<file path="src/rtl/afg_pkg.sv">
// Shared definitions for the arbitrary-function-generator blocks:
// default data width, FSM state type and default DAC output codes.
package afg_pkg;

    localparam int DEF_W = 12;

    typedef enum logic {
        IDLE = 1'b0,
        RUN  = 1'b1
    } state_t;

    localparam logic [DEF_W-1:0] DEF_HIGH_CODE = 12'hFFF;
    localparam logic [DEF_W-1:0] DEF_LOW_CODE  = 12'h000;

endpackage

</file>
<file path="src/rtl/pwm_phase_cnt.sv">
// Phase counter for the pulse generator: advances on Tick, wraps to zero at
// the supplied terminal value (Pe-1) and flags the wrapping edge.
module pwm_phase_cnt
    import afg_pkg::*;
#(
    parameter int W = DEF_W
) (
    input  logic         Clock,
    input  logic         Reset,
    input  logic         tick,
    input  logic         clear,
    input  logic [W-1:0] terminal,
    output logic [W-1:0] count,
    output logic         wrap
);

    // A clear request overrides any wrap so that leaving RUN is never a cycle completion
    assign wrap = tick && !clear && (count == terminal);

    always_ff @(posedge Clock) begin
        if (!Reset) begin
            count <= '0;
        end else if (clear) begin
            count <= '0;
        end else if (tick) begin
            count <= wrap ? '0 : count + W'(1);
        end
    end

endmodule

</file>
<file path="src/rtl/pulse_wave_gen.sv">
// Pulse/square-wave generator: shadowed period/duty, glitch-free updates at
// period boundaries, registered pulse level and DAC sample code.
module pulse_wave_gen
    import afg_pkg::*;
#(
    parameter int           W         = DEF_W,
    parameter logic [W-1:0] HIGH_CODE = DEF_HIGH_CODE,
    parameter logic [W-1:0] LOW_CODE  = DEF_LOW_CODE
) (
    input  logic         Clock,
    input  logic         Reset,
    input  logic         Enable,
    input  logic         Tick,
    input  logic [W-1:0] Period,
    input  logic [W-1:0] Duty,
    input  logic         Update,
    output logic         PulseOut,
    output logic [W-1:0] Dout,
    output logic         CycleDone,
    output logic         Pending
);

    state_t       state;
    logic [W-1:0] sh_period;
    logic [W-1:0] sh_duty;
    logic [W-1:0] eff_period;
    logic [W-1:0] terminal;
    logic [W-1:0] count;
    logic [W-1:0] count_after;
    logic [W-1:0] duty_after;
    logic         wrap;
    logic         clear;
    logic         load_at_wrap;
    logic         level_next;

    // Periods of 0 or 1 would make a degenerate counter, so they run as 2
    assign eff_period   = (sh_period < W'(2)) ? W'(2) : sh_period;
    assign terminal     = eff_period - W'(1);
    assign clear        = (state == IDLE) || !Enable;
    assign load_at_wrap = wrap && (Pending || Update);

    pwm_phase_cnt #(
        .W(W)
    ) u_phase_cnt (
        .Clock   (Clock),
        .Reset   (Reset),
        .tick    (Tick),
        .clear   (clear),
        .terminal(terminal),
        .count   (count),
        .wrap    (wrap)
    );

    // Level is registered, so it is derived from the count and duty in force after this edge
    always_comb begin
        count_after = count;
        if (wrap) begin
            count_after = '0;
        end else if (Tick) begin
            count_after = count + W'(1);
        end
        duty_after = load_at_wrap ? Duty : sh_duty;
        level_next = (count_after < duty_after);
    end

    always_ff @(posedge Clock) begin
        if (!Reset) begin
            state     <= IDLE;
            sh_period <= '0;
            sh_duty   <= '0;
            PulseOut  <= 1'b0;
            Dout      <= LOW_CODE;
            CycleDone <= 1'b0;
            Pending   <= 1'b0;
        end else begin
            CycleDone <= 1'b0;
            case (state)
                IDLE: begin
                    Pending  <= 1'b0;
                    PulseOut <= 1'b0;
                    Dout     <= LOW_CODE;
                    if (Enable) begin
                        state     <= RUN;
                        sh_period <= Period;
                        sh_duty   <= Duty;
                        PulseOut  <= (Duty != '0);
                        Dout      <= (Duty != '0) ? HIGH_CODE : LOW_CODE;
                    end
                end
                RUN: begin
                    if (!Enable) begin
                        state    <= IDLE;
                        PulseOut <= 1'b0;
                        Dout     <= LOW_CODE;
                        Pending  <= 1'b0;
                    end else begin
                        PulseOut  <= level_next;
                        Dout      <= level_next ? HIGH_CODE : LOW_CODE;
                        CycleDone <= wrap;
                        // An Update landing on the wrap edge is applied at once and never pends
                        if (load_at_wrap) begin
                            sh_period <= Period;
                            sh_duty   <= Duty;
                            Pending   <= 1'b0;
                        end else if (Update) begin
                            Pending <= 1'b1;
                        end
                    end
                end
            endcase
        end
    end

endmodule

</file>
<file path="config.mk">
export PLATFORM = sky130hd
export DESIGN_NAME = pulse_wave_gen
export DESIGN_NICKNAME = d
export VERILOG_FILES = /design/src/rtl/afg_pkg.sv /design/src/rtl/pwm_phase_cnt.sv /design/src/rtl/pulse_wave_gen.sv
export SDC_FILE = /design/constraint.sdc
export NUM_CORES = 1
export LEC_CHECK = 0
export CELL_PAD_IN_SITES_DETAIL_PLACEMENT = 1
export CELL_PAD_IN_SITES_GLOBAL_PLACEMENT = 1
export CORE_AREA = 8 8 95 97
export DETAILED_ROUTE_END_ITERATION = 10
export DIE_AREA = 0 0 103 105
export PLACE_DENSITY_LB_ADDON = 0.08
export SYNTH_ARGS = -nofsm -noshare
export SYNTH_HDL_FRONTEND = slang
export SYNTH_SLANG_ARGS = --single-unit
</file>
<file path="constraint.sdc">
create_clock -name Clock -period 15.4 [get_ports Clock]
set_input_delay 3.85 -clock Clock [delete_from_list [all_inputs] [get_ports Clock]]
set_output_delay 3.85 -clock Clock [all_outputs]
set_load 0.1 [all_outputs]
</file>
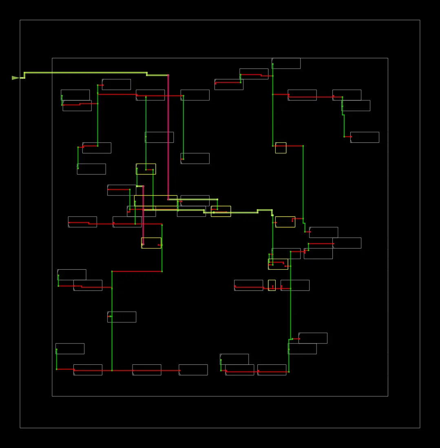
*The clock network*
clock latency at the later pin of the worst-skew pair: 0.29 ns
Clk. pwr: 0.0879 mW

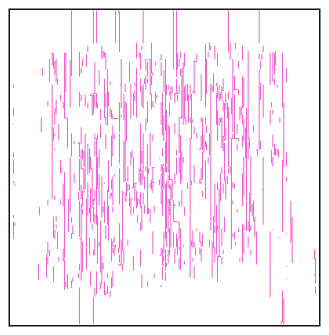
*M2 wires*
Scale: 3 px per um.
- nets with wire on the layer: 357
- wire length on this layer: 3520 um
- main direction: vertical
- share of all routed wire: 45%
- longest straight run: 49.0 um

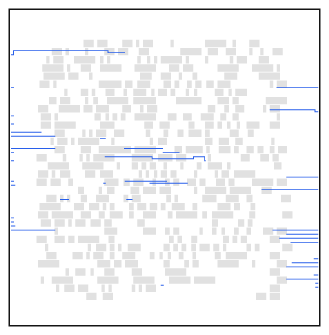
*Signal wires on met3*
Scale: 3 px per um. Cells faint in the background.
- main direction: horizontal
- longest straight run: 31.5 um
- wire length on this layer: 327 um
- nets with wire on the layer: 36

cells by family after synthesis:
group                      share of synthesized area
AOI/OAI and AO/OA                             0.1310
xor gates and xnor gates                     0.02996
adders and majority gates                    0.05565
buffers and inverters                        0.08904
DFF                                           0.2740
muxes                                         0.1271
and+or+nand+nor                               0.2932
sequential cells by signal, summed over array words and instances (netlist names):
name,count
sh_period,12
sh_duty,12
state,1
Dout,1
CycleDone,1
u_phase_cnt.count,12
Pending,1
cells in the final DEF, fill, tap and decap left out, drive strengths merged, types with 4 or more instances in the layout:
master,count
inv,7
dfxtp,40
clkdlybuf4s50,43
xor2,4
and3,10
xnor2,6
o21ai,14
nand4,6
nor4,14
a21oi,7
nor2,23
clkbuf,5
ha,13
nand3,11
nor3,16
nand2,58
mux2i,36
path summary, 6_finish.rpt:
kind | from | endpoint | slack (ns) | cells past startpoint
min reg2reg | sh_duty[11]$_SDFFE_PN0P_ | sh_duty[11]$_SDFFE_PN0P_ | 0.46 | 2
min | sh_duty[11]$_SDFFE_PN0P_ | sh_duty[11]$_SDFFE_PN0P_ | 0.46 | 2
max reg2reg | sh_period[2]$_SDFFE_PN0P_ | Dout[10]$_SDFF_PN0_ | 9.65 | 19
max | Tick | Dout[10]$_SDFF_PN0_ | 7.79 | 15
stage by stage:
stage / util / worst slack, ns / hold slack, ns / instance area (um^2) / power (mW)
after floorplan: - / 9.174 / 0.4301 / 2923 / 0.1797
after global placement: 0.4333 / 7.727 / 0.4435 / 3262 / 0.1962
after detailed placement: 0.4333 / 7.513 / 0.4495 / 3262 / 0.1980
after CTS: 0.4481 / 7.830 / 0.4637 / 3373 / 0.2868
after global routing: 0.4481 / 7.299 / 0.4947 / 3373 / 0.2990
final: 0.4481 / 7.786 / 0.4596 / 3373 / 0.2831
==> flow_summary_export.csv <==
group,metric,value,unit
setup_path,arrival,7.86,ns
yosys,topCellsByArea,"dfxtp_1 27%, mux2i_1 12%, nand2_1 7.4%, ha_1 5.6%, buf_4 3.3%",
power,power_density,83.92,mW/mm^2
global_routing,busiest_layer,"met2",
final_timing,rsz0062_at_grt,"no",
final_timing,post-route-min-period,7.614,ns
final_timing,fin_tns_setup,0,ns
setup_path,critPathLaunchType,"input pin",
cells_and_area,nClkBuffers,5,
power,p_leak,1.372,nW
cells_and_area,n_fill_cell,932,
clocking,numCtsBuffers,5,
setup_path,path_cells,"clkdlybuf4s50_1 > nand3_1 > nor2_1 > nand3_1 > nor3_4 > and3_1 > nor3_1 > ha_1 > a211oi_1 > o21ai_0 > a211oi_1 > o21ai_0 > a221oi_1 > a41o_1 > a31o_2",
global_routing,global_route.usage.met2,0.2348,
placement,io_buffers,43,
cells_and_area,mi_logic_area,0.001862,mm^2
yosys,syn-num-nets,389,
route,drt_wl_total,7849,um
yosys,syn-cell-area,0.002923,mm^2
yosys,ys_chip_area,0.002923,mm^2
setup_path,crit_type,"in -> reg",
clocking,cts_sinks,40,
die,die_x,103,um
cells_and_area,seqCellArea,800.8,um^2
setup_path,cp_num_buf_inv,1,
route,wirelength_met1,3914,um
die,die_y,105,um
global_routing,grt_util_met1,0.2107,
global_routing,antenna_found_initial,0,
clocking,cts_tree,"done",
die,fp-utilization,0.3883,
yosys,synthArstFlopShare,0,
yosys,synth_warnings,0,
job,cap_violations,0,
yosys,common_cells,"58 x nand2_1, 40 x dfxtp_1, 36 x mux2i_1",
clocking,clkTransAtPathRegs,0.09,ns
route,via_per_inst,5.413,
cells_and_area,nFlopsAndLatches,40,
route,avgRoutedWirePerCell,16.70,um
final_timing,hold_viol,0,
cells_and_area,areaGrowthSynthToFinish,15.41,%
yosys,synth_stat.cells,347,
final_timing,period_used_share,0.4944,
route,drt_iter0_drc,61,
cells_and_area,seq_area_frac,0.2374,
global_routing,gr-total-overflow,0,
placement,dp_cells,462,
yosys,edf_count,0,
power,power.internal,0.1866,mW
cells_and_area,antenna_cells,0,
final_timing,drv_slew,0,
power,pwr-share-seq,0.403,
yosys,avgSynthCellArea,8.423,um^2
cells_and_area,n_all_buffers,45,
power,p_switching,0.09642,mW
route,drc,0,
power,ir_drop,33.93,uV
route,postRouteAntennaNets,0,
clocking,cts_resized,0,
cells_and_area,area_dominant_class,"combinational gates",
cells_and_area,final_cells,470,
setup_path,cp.required,15.64,ns
cells_and_area,comb_share,0.5519,
final_timing,tightest_slew,0.9824,ns
global_routing,grt_max_degree,50,
cells_and_area,clk_share,0.03301,
run_status,outcome,"finished, final reports clean",
route,dr_wl_met3,327,um
yosys,largest_area_cell,"dfxtp_1",
cells_and_area,nets,409,
final_timing,clock_skew,0.008439,ns
job,tool_warnings,26,
power,power_frac_comb,0.286,
clocking,max-clock-path-buffers,2,
power,pg_seq,0.114,mW
yosys,ys.flops,40,
Power and IR drop assume default switching activity.
